Figure 1. Cells colored by class (run 1).
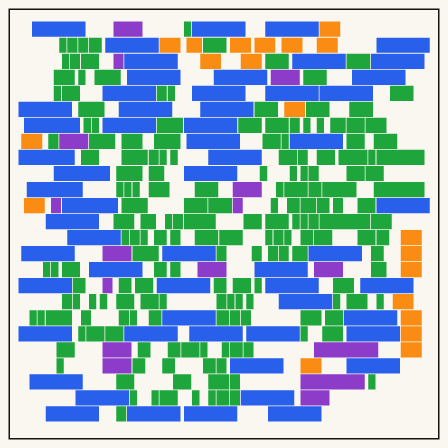
Figure 2. Cell placement (run 1).
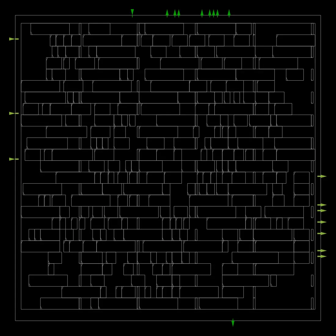
Figure 3. Local utilization (run 1).
The die is cut into 7 by 7 equal tiles; white is low, dark blue is high, 0 to 100% covered.
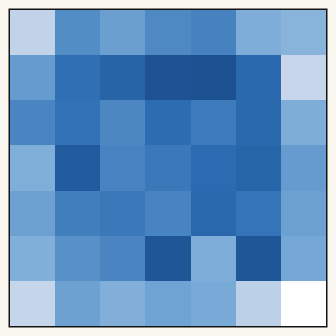
**config.mk**
```make
export PLATFORM = sky130hd
export DESIGN_NAME = ps2_keycode_decoder
export DESIGN_NICKNAME = d
export VERILOG_FILES = /design/src/rtl/ps2_pkg.sv /design/src/rtl/ps2_line_filter.sv /design/src/rtl/ps2_keycode_decoder.sv
export SDC_FILE = /design/constraint.sdc
export NUM_CORES = 1
export LEC_CHECK = 0
export CAP_MARGIN = 25
export CORE_UTILIZATION = 58
export CTS_CLUSTER_SIZE = 10
export DETAILED_ROUTE_END_ITERATION = 12
export MAX_ROUTING_LAYER = met4
export PLACE_DENSITY = 0.79
export SYNTH_ARGS = -nofsm -noshare
export SYNTH_HDL_FRONTEND = slang
export SYNTH_SLANG_ARGS = --single-unit
```
**constraint.sdc**
```tcl
create_clock -name Clk -period 3.2 [get_ports Clk]
set_input_delay 0.32 -clock Clk [delete_from_list [all_inputs] [get_ports Clk]]
set_output_delay 0.32 -clock Clk [all_outputs]
set_load 0.05 [all_outputs]
```
**src/rtl/ps2_pkg.sv**
```systemverilog
// Shared key indices, Set-2 scancode constants, receiver FSM states and the
// scancode-to-key lookup for the PS/2 keycode decoder.
package ps2_pkg;

    localparam int KEY_LEFT  = 0;
    localparam int KEY_RIGHT = 1;
    localparam int KEY_UP    = 2;
    localparam int KEY_DOWN  = 3;
    localparam int KEY_JUMP  = 4;
    localparam int NUM_KEYS  = 5;

    localparam logic [7:0] SC_E0        = 8'hE0;
    localparam logic [7:0] SC_F0        = 8'hF0;
    localparam logic [7:0] SC_A         = 8'h1C;
    localparam logic [7:0] SC_D         = 8'h23;
    localparam logic [7:0] SC_W         = 8'h1D;
    localparam logic [7:0] SC_S         = 8'h1B;
    localparam logic [7:0] SC_SPACE     = 8'h29;
    localparam logic [7:0] SC_EXT_LEFT  = 8'h6B;
    localparam logic [7:0] SC_EXT_RIGHT = 8'h74;
    localparam logic [7:0] SC_EXT_UP    = 8'h75;
    localparam logic [7:0] SC_EXT_DOWN  = 8'h72;

    typedef enum logic [1:0] {
        ST_IDLE,
        ST_DATA,
        ST_PARITY,
        ST_STOP
    } ps2_state_t;

    // One-hot key mask for {E0 prefix, code}; all-zero for unmapped codes.
    function automatic logic [NUM_KEYS-1:0] key_mask(input logic ext, input logic [7:0] code);
        logic [NUM_KEYS-1:0] mask;
        mask = '0;
        if (ext) begin
            case (code)
                SC_EXT_LEFT:  mask[KEY_LEFT]  = 1'b1;
                SC_EXT_RIGHT: mask[KEY_RIGHT] = 1'b1;
                SC_EXT_UP:    mask[KEY_UP]    = 1'b1;
                SC_EXT_DOWN:  mask[KEY_DOWN]  = 1'b1;
                default:      mask = '0;
            endcase
        end else begin
            case (code)
                SC_A:     mask[KEY_LEFT]  = 1'b1;
                SC_D:     mask[KEY_RIGHT] = 1'b1;
                SC_W:     mask[KEY_UP]    = 1'b1;
                SC_S:     mask[KEY_DOWN]  = 1'b1;
                SC_SPACE: mask[KEY_JUMP]  = 1'b1;
                default:  mask = '0;
            endcase
        end
        return mask;
    endfunction

endpackage

```
**src/rtl/ps2_line_filter.sv**
```systemverilog
// Two-flop synchroniser plus run-length glitch filter for the PS/2 clock line;
// emits a single-cycle strobe when the filtered level falls.
module ps2_line_filter #(
    parameter int FILTER_LEN = 8
) (
    input  logic clk,
    input  logic rst,
    input  logic line,
    output logic fall
);

    localparam int CW = (FILTER_LEN > 1) ? $clog2(FILTER_LEN + 1) : 1;

    logic [1:0]    sync_reg;
    logic          level_reg;
    logic [CW-1:0] run_cnt_reg;
    logic          fall_reg;
    logic          sync_bit;
    logic          run_done;

    assign sync_bit = sync_reg[1];
    assign run_done = (run_cnt_reg == CW'(FILTER_LEN - 1));
    assign fall     = fall_reg;

    // The counter tracks how long the synchronised line has disagreed with the filtered level.
    always_ff @(posedge clk or posedge rst) begin
        if (rst) begin
            sync_reg    <= 2'b11;
            level_reg   <= 1'b1;
            run_cnt_reg <= '0;
            fall_reg    <= 1'b0;
        end else begin
            sync_reg <= {sync_reg[0], line};
            fall_reg <= 1'b0;
            if (sync_bit == level_reg) begin
                run_cnt_reg <= '0;
            end else if (run_done) begin
                run_cnt_reg <= '0;
                level_reg   <= sync_bit;
                fall_reg    <= level_reg & ~sync_bit;
            end else begin
                run_cnt_reg <= run_cnt_reg + 1'b1;
            end
        end
    end

endmodule

```
**src/rtl/ps2_keycode_decoder.sv**
```systemverilog
// PS/2 Set-2 receiver: frames bytes off the keyboard, tracks E0/F0 prefixes and
// keeps a held-key bitmask for the game keys.
module ps2_keycode_decoder
    import ps2_pkg::*;
#(
    parameter int FILTER_LEN     = 8,
    parameter int TIMEOUT_CYCLES = 50000
) (
    input  logic       Clk,
    input  logic       Reset,
    input  logic       ps2_clk,
    input  logic       ps2_data,
    output logic [4:0] keycode,
    output logic       keyPress,
    output logic [7:0] scancode,
    output logic       scan_valid,
    output logic       frame_err
);

    localparam int TW = $clog2(TIMEOUT_CYCLES + 1);

    ps2_state_t    state_reg, state_next;
    logic [1:0]    data_sync_reg;
    logic          data_bit;
    logic          fall;
    logic [2:0]    bit_cnt_reg;
    logic [7:0]    shift_reg;
    logic          parity_reg;
    logic [TW-1:0] idle_cnt_reg;
    logic          e0_reg, f0_reg;
    logic [4:0]    keycode_reg, keycode_next;
    logic          key_press_reg;
    logic [7:0]    scancode_reg;
    logic          scan_valid_reg;
    logic          frame_err_reg;
    logic          timeout;
    logic          frame_good;
    logic          frame_error;
    logic          is_prefix;
    logic [4:0]    mask;

    ps2_line_filter #(
        .FILTER_LEN(FILTER_LEN)
    ) u_clk_filter (
        .clk (Clk),
        .rst (Reset),
        .line(ps2_clk),
        .fall(fall)
    );

    always_ff @(posedge Clk or posedge Reset) begin
        if (Reset) data_sync_reg <= 2'b11;
        else       data_sync_reg <= {data_sync_reg[0], ps2_data};
    end
    assign data_bit = data_sync_reg[1];

    // A fall strobe in the same cycle wins over the timeout.
    assign timeout = (state_reg != ST_IDLE) && !fall && (idle_cnt_reg == TW'(TIMEOUT_CYCLES - 1));

    always_ff @(posedge Clk or posedge Reset) begin
        if (Reset) state_reg <= ST_IDLE;
        else       state_reg <= state_next;
    end

    always_comb begin
        state_next = state_reg;
        if (timeout) begin
            state_next = ST_IDLE;
        end else if (fall) begin
            case (state_reg)
                ST_IDLE:   if (!data_bit) state_next = ST_DATA;
                ST_DATA:   if (bit_cnt_reg == 3'd7) state_next = ST_PARITY;
                ST_PARITY: state_next = ST_STOP;
                ST_STOP:   state_next = ST_IDLE;
                default:   state_next = ST_IDLE;
            endcase
        end
    end

    always_comb begin
        frame_good  = 1'b0;
        frame_error = timeout;
        if (fall && state_reg == ST_IDLE && data_bit) frame_error = 1'b1;
        if (fall && state_reg == ST_STOP) begin
            frame_good  = data_bit & (^{shift_reg, parity_reg});
            frame_error = ~frame_good;
        end
    end

    assign is_prefix = (shift_reg == SC_E0) || (shift_reg == SC_F0);
    assign mask      = key_mask(e0_reg, shift_reg);

    always_comb begin
        keycode_next = keycode_reg;
        if (frame_good && !is_prefix) begin
            keycode_next = f0_reg ? (keycode_reg & ~mask) : (keycode_reg | mask);
        end
    end

    always_ff @(posedge Clk or posedge Reset) begin
        if (Reset) begin
            bit_cnt_reg    <= '0;
            shift_reg      <= '0;
            parity_reg     <= 1'b0;
            idle_cnt_reg   <= '0;
            e0_reg         <= 1'b0;
            f0_reg         <= 1'b0;
            keycode_reg    <= '0;
            key_press_reg  <= 1'b0;
            scancode_reg   <= '0;
            scan_valid_reg <= 1'b0;
            frame_err_reg  <= 1'b0;
        end else begin
            scan_valid_reg <= 1'b0;
            frame_err_reg  <= frame_error;
            keycode_reg    <= keycode_next;
            key_press_reg  <= |keycode_next;

            if (fall || timeout || state_reg == ST_IDLE) idle_cnt_reg <= '0;
            else                                         idle_cnt_reg <= idle_cnt_reg + 1'b1;

            if (fall) begin
                case (state_reg)
                    ST_IDLE:   bit_cnt_reg <= '0;
                    ST_DATA: begin
                        shift_reg   <= {data_bit, shift_reg[7:1]};
                        bit_cnt_reg <= bit_cnt_reg + 1'b1;
                    end
                    ST_PARITY: parity_reg <= data_bit;
                    default:   ;
                endcase
            end

            if (frame_error) begin
                e0_reg <= 1'b0;
                f0_reg <= 1'b0;
            end else if (frame_good) begin
                if (shift_reg == SC_E0) begin
                    e0_reg <= 1'b1;
                end else if (shift_reg == SC_F0) begin
                    f0_reg <= 1'b1;
                end else begin
                    scancode_reg   <= shift_reg;
                    scan_valid_reg <= 1'b1;
                    e0_reg         <= 1'b0;
                    f0_reg         <= 1'b0;
                end
            end
        end
    end

    assign keycode    = keycode_reg;
    assign keyPress   = key_press_reg;
    assign scancode   = scancode_reg;
    assign scan_valid = scan_valid_reg;
    assign frame_err  = frame_err_reg;

endmodule

```
==> flow_summary.ini, run 1 <==
; implementation run metrics
[run_status]
status = complete, no violations

[final_timing]
clock_skew_ns = 0.00724
finalSetupTns_ns = 0
max_freq_mhz = 377
tightest_slew_ns = 0.718
min_period_ns = 2.65
slew_violations = 0
rsz0062_at_grt = no
finalSetupViolCount = 0
maxSlewHeadroom = 0.521
hold_viol = 0

[clock_network]
numClockSinks = 58
cts_buffers = 9
postCtsHoldBufs = 0
ctsHtreeMaxLevel = 3
cts_setup_buffers = 0
clock_latency_ns = 0.34
post_cts_resized = 0
cts_tree = built
clk_pin_slew_worst_paths_ns = 0.07
root_buffer = clkbuf_8

[floorplanning]
die_w_um = 72.6
fp_util = 0.608
die.size.y_um = 72.6
pin_count = 20
tap_cells = 67
die_area_mm2 = 0.00527

[final_layout]
drive_gt1_frac = 0.162
final_cell_mix = 53 x dfrtp_1, 25 x nor2_1, 19 x clkdlybuf4s50_1, 16 x nand2_1, 15 x mux2_2
clkCellAreaFrac = 0.0664
logic_gate_count = 171
largestClassByArea = sequential cells
nonClkBufAreaFrac = 0.0603
diodes = 0
largest_register_ffs = 16
logic_area_mm2 = 0.00127
seq_area_mm2 = 0.00146
inv_count = 13
areaGrowthSynthToFinish_pct = 13.4
layout_top_cell = dfrtp_1
comb_area_share = 0.389
clockBufferCount = 10

[yosys]
syn_nets = 270
area_leaders = dfrtp_1 46%, mux2_2 5.8%, dfstp_2 4.5%, ha_1 4.3%, nor2_1 3.2%
ff_type = dfrtp_1
synth_warnings = 0
synth.top_cell.area_share = 0.458
syn_inst = 256
synthMostInstantiatedCell = dfrtp_1
top_area_cell = dfrtp_1
yosys_cells = 256
ys_ff = 58
synth_seq_share = 0.504
common_cells = 53 x dfrtp_1, 25 x nor2_1, 16 x nand2_1, 15 x mux2_2, 13 x inv_1
netlist_area_mm2 = 0.00289
async_reset_ff_frac = 1.00

[flow_run]
maxCapViolations = 0
openroad.warnings = 31

[critical_path]
regToRegSetupSlack_ns = 0.55
crit_fanout = 11
crit_path_start_kind = flip-flop
path_buffers = 0
crit_type = flip-flop to flip-flop
worstPathCellList = xnor2_1 -> xnor3_2 -> xnor2_2 -> nor2_1 -> o41a_1 -> mux2_2
path_delay_family = XOR/XNOR gates
worstSetupEndpointType = flip-flop
cp_slowest_cell = xnor3_2
critPathArrivalTime_ns = 2.88
cpPeakStageDelay_ns = 0.52
cp.required_ns = 3.43

[routing]
drc = 0
firstDrtPassIters = 4
vias = 1930
wl_per_cell_um = 14.6
drtAntennaViolNets = 0

[min_path]
min_path_type = flip-flop to flip-flop

[global_route]
grt_pass1_vias = 1909
grt_max_degree = 59
antenna_found_initial = 0
overflow = 0

[pwr]
power.density_mw_per_mm2 = 474
ir_worst_vdd_mv = 0.284
p_leak_nw = 1.43

[place]
gp_congestion = 0.824
dp_hpwl_um = 3320
About Figure 1:
Orange stands for other buffers and delay cells, cells 20, share of their area 6.2%. Green stands for all other logic, cells 184, share of their area 41%. Blue stands for flip-flops, cells 58, share of their area 46%. Purple stands for clock drivers and dummy loads, cells 16, share of their area 6.8%.

About Figure 2:
Flops: 58
Layout Cells excl Fill: 345
area of the core: 0.00475 mm^2
fill count: 369
num rows: 25

About Figure 3:
25% of the tiles are over 75% full. The fullest tile reaches 87%. The mean over all tiles is 61%. 2.0% of the tiles are nearly empty.

-- run 1: worst paths after layout --
kind / from / end / depth (start not counted)
setup / recovery: shift_reg[5] / scancode[6] / 6
hold / removal: u_clk_filter.sync_reg[0] / u_clk_filter.sync_reg[1] / 0
hold reg to reg: u_clk_filter.sync_reg[0] / u_clk_filter.sync_reg[1] / 0
max in group asynchronous: Reset / keycode[1] / 3
setup reg to reg: shift_reg[5] / scancode[6] / 6
min in group asynchronous: Reset / scancode[2] / 3
-- run 1: stage by stage --
step                worst slack [ns]  total power, mW   util  cells  instance area [um^2]
floorplan                      0.761            0.819      -    256                  2890
global placement               0.672            0.834  0.644    329                  3060
detailed placement             0.575            0.837  0.644    329                  3060
CTS                            0.561             1.57  0.690    345                  3280
global route                   0.388             1.61  0.690    345                  3280
finish                         0.545             1.56  0.690    345                  3280
-- run 1: power by group --
part           total (mW)  internal, mW  switching, mW
clock               0.732         0.453          0.278
combinational      0.0546        0.0228         0.0319
sequential          0.769         0.755         0.0145
-- run 1: kinds of logic (layout without fill, tap and decap cells) --
| group | after synthesis | in the layout | synth area share |
|---|---|---|---|
| AOI/OAI and AO/OA | 30 | 30 | 0.0714 |
| xor gates and xnor gates | 20 | 20 | 0.0783 |
| adders and majority gates | 10 | 10 | 0.0433 |
| buffers and inverters | 27 | 49 | 0.0554 |
| DFF | 58 | 58 | 0.504 |
| muxes | 19 | 19 | 0.0722 |
| and+or+nand+nor | 92 | 92 | 0.176 |
-- run 1: per-layer routing --
metal | track usage | vias up | share of wire
li1 | - | 933 | -
met1 | 0.288 | 952 | 0.45
met2 | 0.352 | 35 | 0.50
met3 | 0.0456 | 10 | 0.034
met4 | 0.129 | 0 | 0.019
met5 | - | - | 0
## Run 2: what changed since run 1
--- a/config.mk
+++ b/config.mk
@@ -6,11 +6,11 @@
 export NUM_CORES = 1
 export LEC_CHECK = 0
 export CAP_MARGIN = 25
-export CORE_UTILIZATION = 58
+export CORE_UTILIZATION = 53
 export CTS_CLUSTER_SIZE = 10
 export DETAILED_ROUTE_END_ITERATION = 12
 export MAX_ROUTING_LAYER = met4
-export PLACE_DENSITY = 0.79
+export PLACE_DENSITY = 0.76
 export SYNTH_ARGS = -nofsm -noshare
 export SYNTH_HDL_FRONTEND = slang
 export SYNTH_SLANG_ARGS = --single-unit
==> constraint.sdc (replaced) <==
create_clock -name Clk -period 2.4 [get_ports Clk]
set_input_delay 0.24 -clock Clk [delete_from_list [all_inputs] [get_ports Clk]]
set_output_delay 0.24 -clock Clk [all_outputs]
set_load 0.05 [all_outputs]
==> run 2 against run 1 <==
Effect of this change: worst setup slack got worse by 0.54 ns; critical path type unchanged; largest cell class unchanged; fmax increased by 11%; clock skew increased by 0.0027 ns; first-iteration DRC count decreased by 47%; synthesized area unchanged; design area increased by 6.8%; synthesized cell count unchanged; cell count increased by 7.8%; via count increased by 2.4%; clock-buffer cell count unchanged; sequential power increased by 33%.
==> flow_summary.ini, run 2 <==
; implementation run metrics
[run_status]
status = complete, no violations

[yosys]
logic_family = simple AND/OR/NAND/NOR gates
synth_warnings = 0
ys_ff = 58
ff_type = dfrtp_1
top_area_cell = dfrtp_1
synth_seq_share = 0.504
synth.top_cell.area_share = 0.458
async_reset_ff_frac = 1.00
netlist_area_mm2 = 0.00289
syn_nets = 270
synthMostInstantiatedCell = dfrtp_1
area_leaders = dfrtp_1 46%, mux2_2 5.8%, dfstp_2 4.5%, ha_1 4.3%, nor2_1 3.2%
yosys_cells = 256

[global_route]
grt_pass1_vias = 1948
overflow = 0

[routing]
wl_per_cell_um = 14.1
drc = 0

[final_layout]
areaGrowthSynthToFinish_pct = 21.1
comb_area_share = 0.378
seq_area_mm2 = 0.00146
clkCellAreaFrac = 0.0529
diodes = 0
largestClassByArea = sequential cells
layout_top_cell = dfrtp_1
drive_gt1_frac = 0.238
nonClkBufAreaFrac = 0.114
logic_gate_count = 171
inv_count = 13

[pwr]
comb-power_mw = 0.0748
pg_seq_mw = 1.02
power_leader = registers
power.density_mw_per_mm2 = 554
internal-power_mw = 1.51
ir_worst_vdd_mv = 0.381
p_clk_frac = 0.434
p_leak_nw = 1.55

[floorplanning]
die_area_mm2 = 0.00576
fp_util = 0.559
core-area_mm2 = 0.00517
core.rowCount = 26
pin_count = 20

[final_timing]
finalSetupTns_ns = 0
rsz0062_at_grt = yes
finalSetupViolCount = 0
hold_viol = 0
maxSlewHeadroom = 0.584
tightest_slew_ns = 0.623

[place]
dp_hpwl_um = 3670
placed_area_mm2 = 0.00325
gp_congestion = 0.814
placedCellCount = 352

[clock_network]
clk_pin_slew_worst_paths_ns = 0.07
postCtsHoldBufs = 0
ctsHtreeMaxLevel = 3
numClockSinks = 58

[critical_path]
critPathArrivalTime_ns = 2.59
worstSetupEndpointType = flip-flop
crit_type = flip-flop to flip-flop

[flow_run]
openroad.warnings = 32
-- run 2: cell counts after synthesis --
No cell type changed its count.
-- run 2: kinds of logic (layout without fill, tap and decap cells) --
logic type      Yosys count  count (layout)
fa+ha+maj                10              10
simple gates             92              92
flops                    58              58
mux                      19              19
buf+inv                  27              73
compound gates           30              30
xor+xnor                 20              20
-- run 2: routing by layer --
layer  GRT usage  vias up  wire length (um)
li1            -      982                 -
met1       0.248      953              2410
met2       0.345       31              2580
met3      0.0476       10               141
met4       0.101        0                95
met5           -        -                 0
-- run 2: through the flow --
stage                     utilization  setup slack (ns)  hold WS, ns  power, mW
after floorplan                     -           0.00189        0.244       1.09
after global placement          0.627            0.0566        0.345       1.11
after detailed placement        0.627          -0.00872        0.347       1.12
after CTS                       0.674           0.00135        0.308       1.96
after global routing            0.677           -0.0743        0.308       2.01
final                           0.677           0.00192        0.303       1.94
-- run 2: worst paths after layout --
check | cells after the start | startpoint | slack (ns) | end
worst max-delay path | 7 | shift_reg[6] | 0.002 | keyPress
worst min-delay path | 2 | Reset | 0.30 | parity_reg
worst max register to register | 7 | shift_reg[6] | 0.002 | keyPress
worst min register to register | 0 | data_sync_reg[0] | 0.36 | data_sync_reg[1]
max in group asynchronous | 3 | Reset | 1.48 | shift_reg[4]
min in group Clk | 1 | ps2_clk | 0.32 | u_clk_filter.sync_reg[0]
-- run 2: repair_timing --
item,4_1_cts,5_1_grt
endpoints found under the setup margin,1,8
resized,2,4
setup buffers,4,0
cloned,0,0
hold endpoints to repair,0,0
pin swaps,4,0
-- run 2: worst reg2reg max path, delay by kind of cell (launching register included) --
kind / cells / cell delay [ns]
compound gates: 1 / 0.32
buf+inv: 1 / 0.14
flops: 1 / 0.43
mux: 2 / 0.29
simple gates: 3 / 1.08
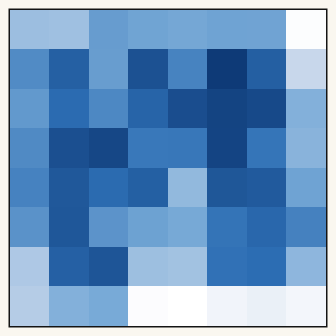
Figure 4: run 2, local utilization.
The die is cut into 8 by 8 equal tiles; white is low, dark blue is high, 0 to 100% covered.
The fullest tile reaches 96%. 34% of the tiles are over 75% full. The mean over all tiles is 59%. 4.7% of the tiles are nearly empty. The emptiest ninth of the die: bottom center.

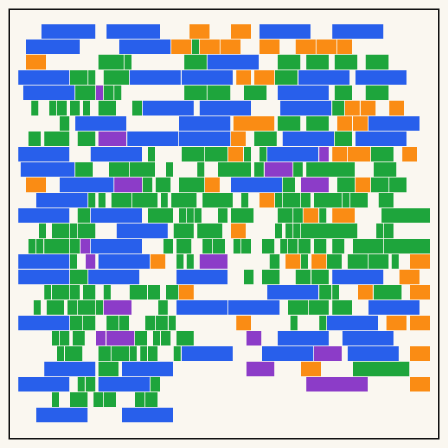
Figure 5: run 2, cells colored by class.
Green stands for all other logic, cells 184, share of their area 40%. Purple stands for clock drivers and dummy loads, cells 16, share of their area 5.4%. Blue stands for flip-flops, cells 58, share of their area 43%. Orange stands for other buffers and delay cells, cells 44, share of their area 12%.

## Run 3: what changed since run 2
--- a/config.mk
+++ b/config.mk
@@ -11,6 +11,7 @@
 export DETAILED_ROUTE_END_ITERATION = 12
 export MAX_ROUTING_LAYER = met4
 export PLACE_DENSITY = 0.76
+export SKIP_LAST_GASP = 1
 export SYNTH_ARGS = -nofsm -noshare
 export SYNTH_HDL_FRONTEND = slang
 export SYNTH_SLANG_ARGS = --single-unit
==> run 3 against run 2 <==
Effect of this change: the run now ends with setup timing left; worst setup slack got worse by 0.014 ns; global-route usage unchanged; utilization decreased by 0.15 points; via count decreased by 0.20%; sequential power about the same; sequential cell count unchanged; non-clock buffer count unchanged; critical path depth unchanged; total power about the same; critical endpoint unchanged; routed wire length decreased by 1.1%.
==> flow_summary.ini, run 3 <==
; implementation run metrics
[critical_path]
critPathArrivalTime_ns = 2.60
crit_type = flip-flop to flip-flop
crit_fanout = 4
worstPathCellList = buf_4 -> or4b_4 -> a2111oi_4 -> mux2i_1 -> mux2i_1 -> nor2_1 -> or4b_1
cp_slowest_cell = or4b_4
worstSetupEndpointType = flip-flop
path_buffers = 1
crit_path_start_kind = flip-flop
path_delay_family = simple AND/OR/NAND/NOR gates
cpPeakStageDelay_ns = 0.55
cp_common_cell = mux2i_1
cp.required_ns = 2.59

[yosys]
synth-simple-area-share = 0.176
adder_share = 0.0433
synth.top_cell.area_share = 0.458
async_reset_ff_frac = 1.00
top_area_cell = dfrtp_1
ys_sh_xor = 0.0783
netlist_area_mm2 = 0.00289
synthMuxAreaShare = 0.0722
yosysUniqueCellTypes = 50
ys_area_mm2 = 0.00289
synthMostInstantiatedCell = dfrtp_1
ys_sh_aoi = 0.0714
syn_avg_cell_area_um2 = 11.3
area_leaders = dfrtp_1 46%, mux2_2 5.8%, dfstp_2 4.5%, ha_1 4.3%, nor2_1 3.2%
logic_family = simple AND/OR/NAND/NOR gates
syn_inst = 256
synth_warnings = 0
common_cells = 53 x dfrtp_1, 25 x nor2_1, 16 x nand2_1, 15 x mux2_2, 13 x inv_1
ff_type = dfrtp_1
synth_seq_share = 0.504
syn_nets = 270
ys_ff = 58
edf_count = 0
yosys_cells = 256

[final_timing]
hold_viol = 0
finalSetupViolCount = 1
maxSlewHeadroom = 0.584
slew_violations = 0
period_used_share = 1.00
clock_skew_ns = 0.0101
min_period_ns = 2.41
max_freq_mhz = 415
rsz0062_at_grt = yes
finalSetupTns_ns = -0.0117
tightest_slew_ns = 0.623
holdWs_ns = 0.303
setup_slack_ns = -0.0117

[place]
dp_hpwl_um = 3670
placedCellCount = 352
gp_congestion = 0.814
place_ws_ns = -0.00872
portBuffers = 19
placed_area_mm2 = 0.00325

[routing]
drtAntennaViolNets = 0
first_iter_violations = 58
wl_um = 5170
drc = 0
firstDrtPassIters = 4
vias = 1972
wl_per_cell_um = 13.9
via_per_inst = 5.30

[clock_network]
root_buffer = clkbuf_8
clock_latency_ns = 0.33
cts_buffers = 9
cts_tree = built
clk_pin_slew_worst_paths_ns = 0.07
cts_buffer_depth = 2
ctsHtreeMaxLevel = 3
numClockSinks = 58

[pwr]
p_leak_nw = 1.55
power.density_mw_per_mm2 = 555
ir_worst_vdd_mv = 0.381
fin_total_pwr_mw = 1.94

[final_layout]
diodes = 0
drive_gt1_frac = 0.238
areaGrowthSynthToFinish_pct = 20.8
fin_cells = 372
fillers = 381
final_cell_mix = 53 x dfrtp_1, 24 x nor2_1, 24 x buf_4, 19 x clkdlybuf4s50_1, 16 x nand2_1
final_area_mm2 = 0.00349
layout_top_cell = dfrtp_1
largest_register_ffs = 16
fin_util = 0.676
final_nets = 311

[min_path]
min_path_type = input pin to asynchronous set/reset pin

[global_route]
grt_first_pass_wirelength_um = 8630
grt_pass1_vias = 1948
overflow = 0
grt_usage = 0.212
antenna_found_initial = 0
grt_max_degree = 32

[floorplanning]
pin_count = 20
die_area_mm2 = 0.00576
core.rowCount = 26
die_w_um = 75.9
fp_util = 0.559
die.size.y_um = 75.9
core-area_mm2 = 0.00517

[run_status]
status = finished with violations
violations = setup timing

[flow_run]
maxCapViolations = 0
openroad.warnings = 32
==> run 3: area by class of cell <==
cell class,count,area (um^2),area share
sequential,58,1460,0.417
multi-input combinational,171,1330,0.379
timing repair buffer,44,390,0.112
clock buffer,10,128,0.0365
tap,70,87.6,0.0251
clock inverter,6,57.6,0.0165
inverter,13,48.8,0.0140
==> run 3: layer usage <==
metal	vias up	part of all wire	GRT usage
met4	0	0.018	0.101
met2	29	0.49	0.345
met5	-	0	-
li1	982	-	-
met3	8	0.026	0.0476
met1	953	0.46	0.248
==> run 3: repair_timing <==
item                                    CTS  global route
resized                                   2             2
setup buffers                             4             0
hold buffers                              0             0
pin swaps                                 4             0
endpoints found under the setup margin    1             8
==> run 3: kinds of logic (layout without fill, tap and decap cells) <==
kind of cell / after synthesis / in the layout
AND-OR/OR-AND: 30 / 30
XOR/XNOR: 20 / 20
adder cells (fa/ha/maj): 10 / 10
buffers and inverters: 27 / 73
flip-flops: 58 / 58
multiplexers: 19 / 19
AND/OR/NAND/NOR: 92 / 92
==> run 3: path summary, 6_finish.rpt <==
kind / startpoint / endpoint / slack [ns] / depth (start not counted)
max in group asynchronous: Reset / shift_reg[4] / 1.48 / 3
setup / recovery: shift_reg[6] / keyPress / -0.01 / 7
hold reg to reg: data_sync_reg[0] / data_sync_reg[1] / 0.36 / 0
hold / removal: Reset / parity_reg / 0.30 / 2
setup reg to reg: shift_reg[6] / keyPress / -0.01 / 7
min in group Clk: ps2_clk / u_clk_filter.sync_reg[0] / 0.32 / 1
==> run 3: power breakdown <==
part | total (mW) | switching, mW | internal (mW) | leakage [nW]
Combinational | 0.0749 | 0.0430 | 0.0319 | 0.660
Clock | 0.842 | 0.370 | 0.472 | 0.0958
Sequential | 1.02 | 0.0180 | 1.01 | 0.791
Total | 1.94 | 0.431 | 1.51 | 1.55
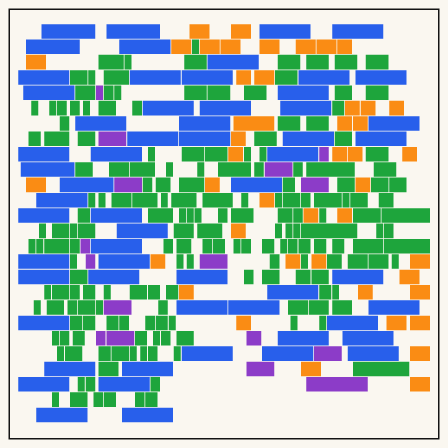
Figure 6: run 3, cells colored by class.
Orange stands for other buffers and delay cells, cells 44, share of their area 11%. Green stands for all other logic, cells 184, share of their area 40%. Blue stands for flip-flops, cells 58, share of their area 43%. Purple stands for clock drivers and dummy loads, cells 16, share of their area 5.4%.

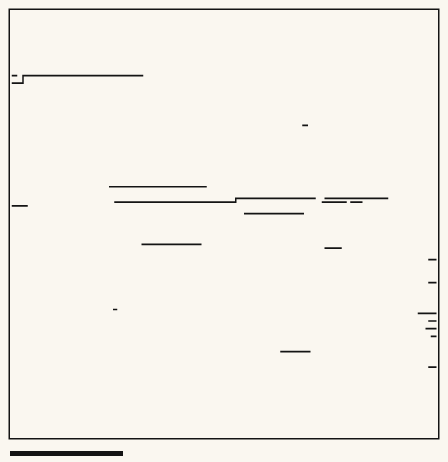
Figure 7: run 3, M3 wires.
Scale bar: 20 um.
17 nets have wire on it. The wires run mostly horizontal. The longest straight run is 21.4 um. The layer carries 137 um of wire. The layer holds 2.7% of the routed length.

Power and IR drop assume default switching activity.
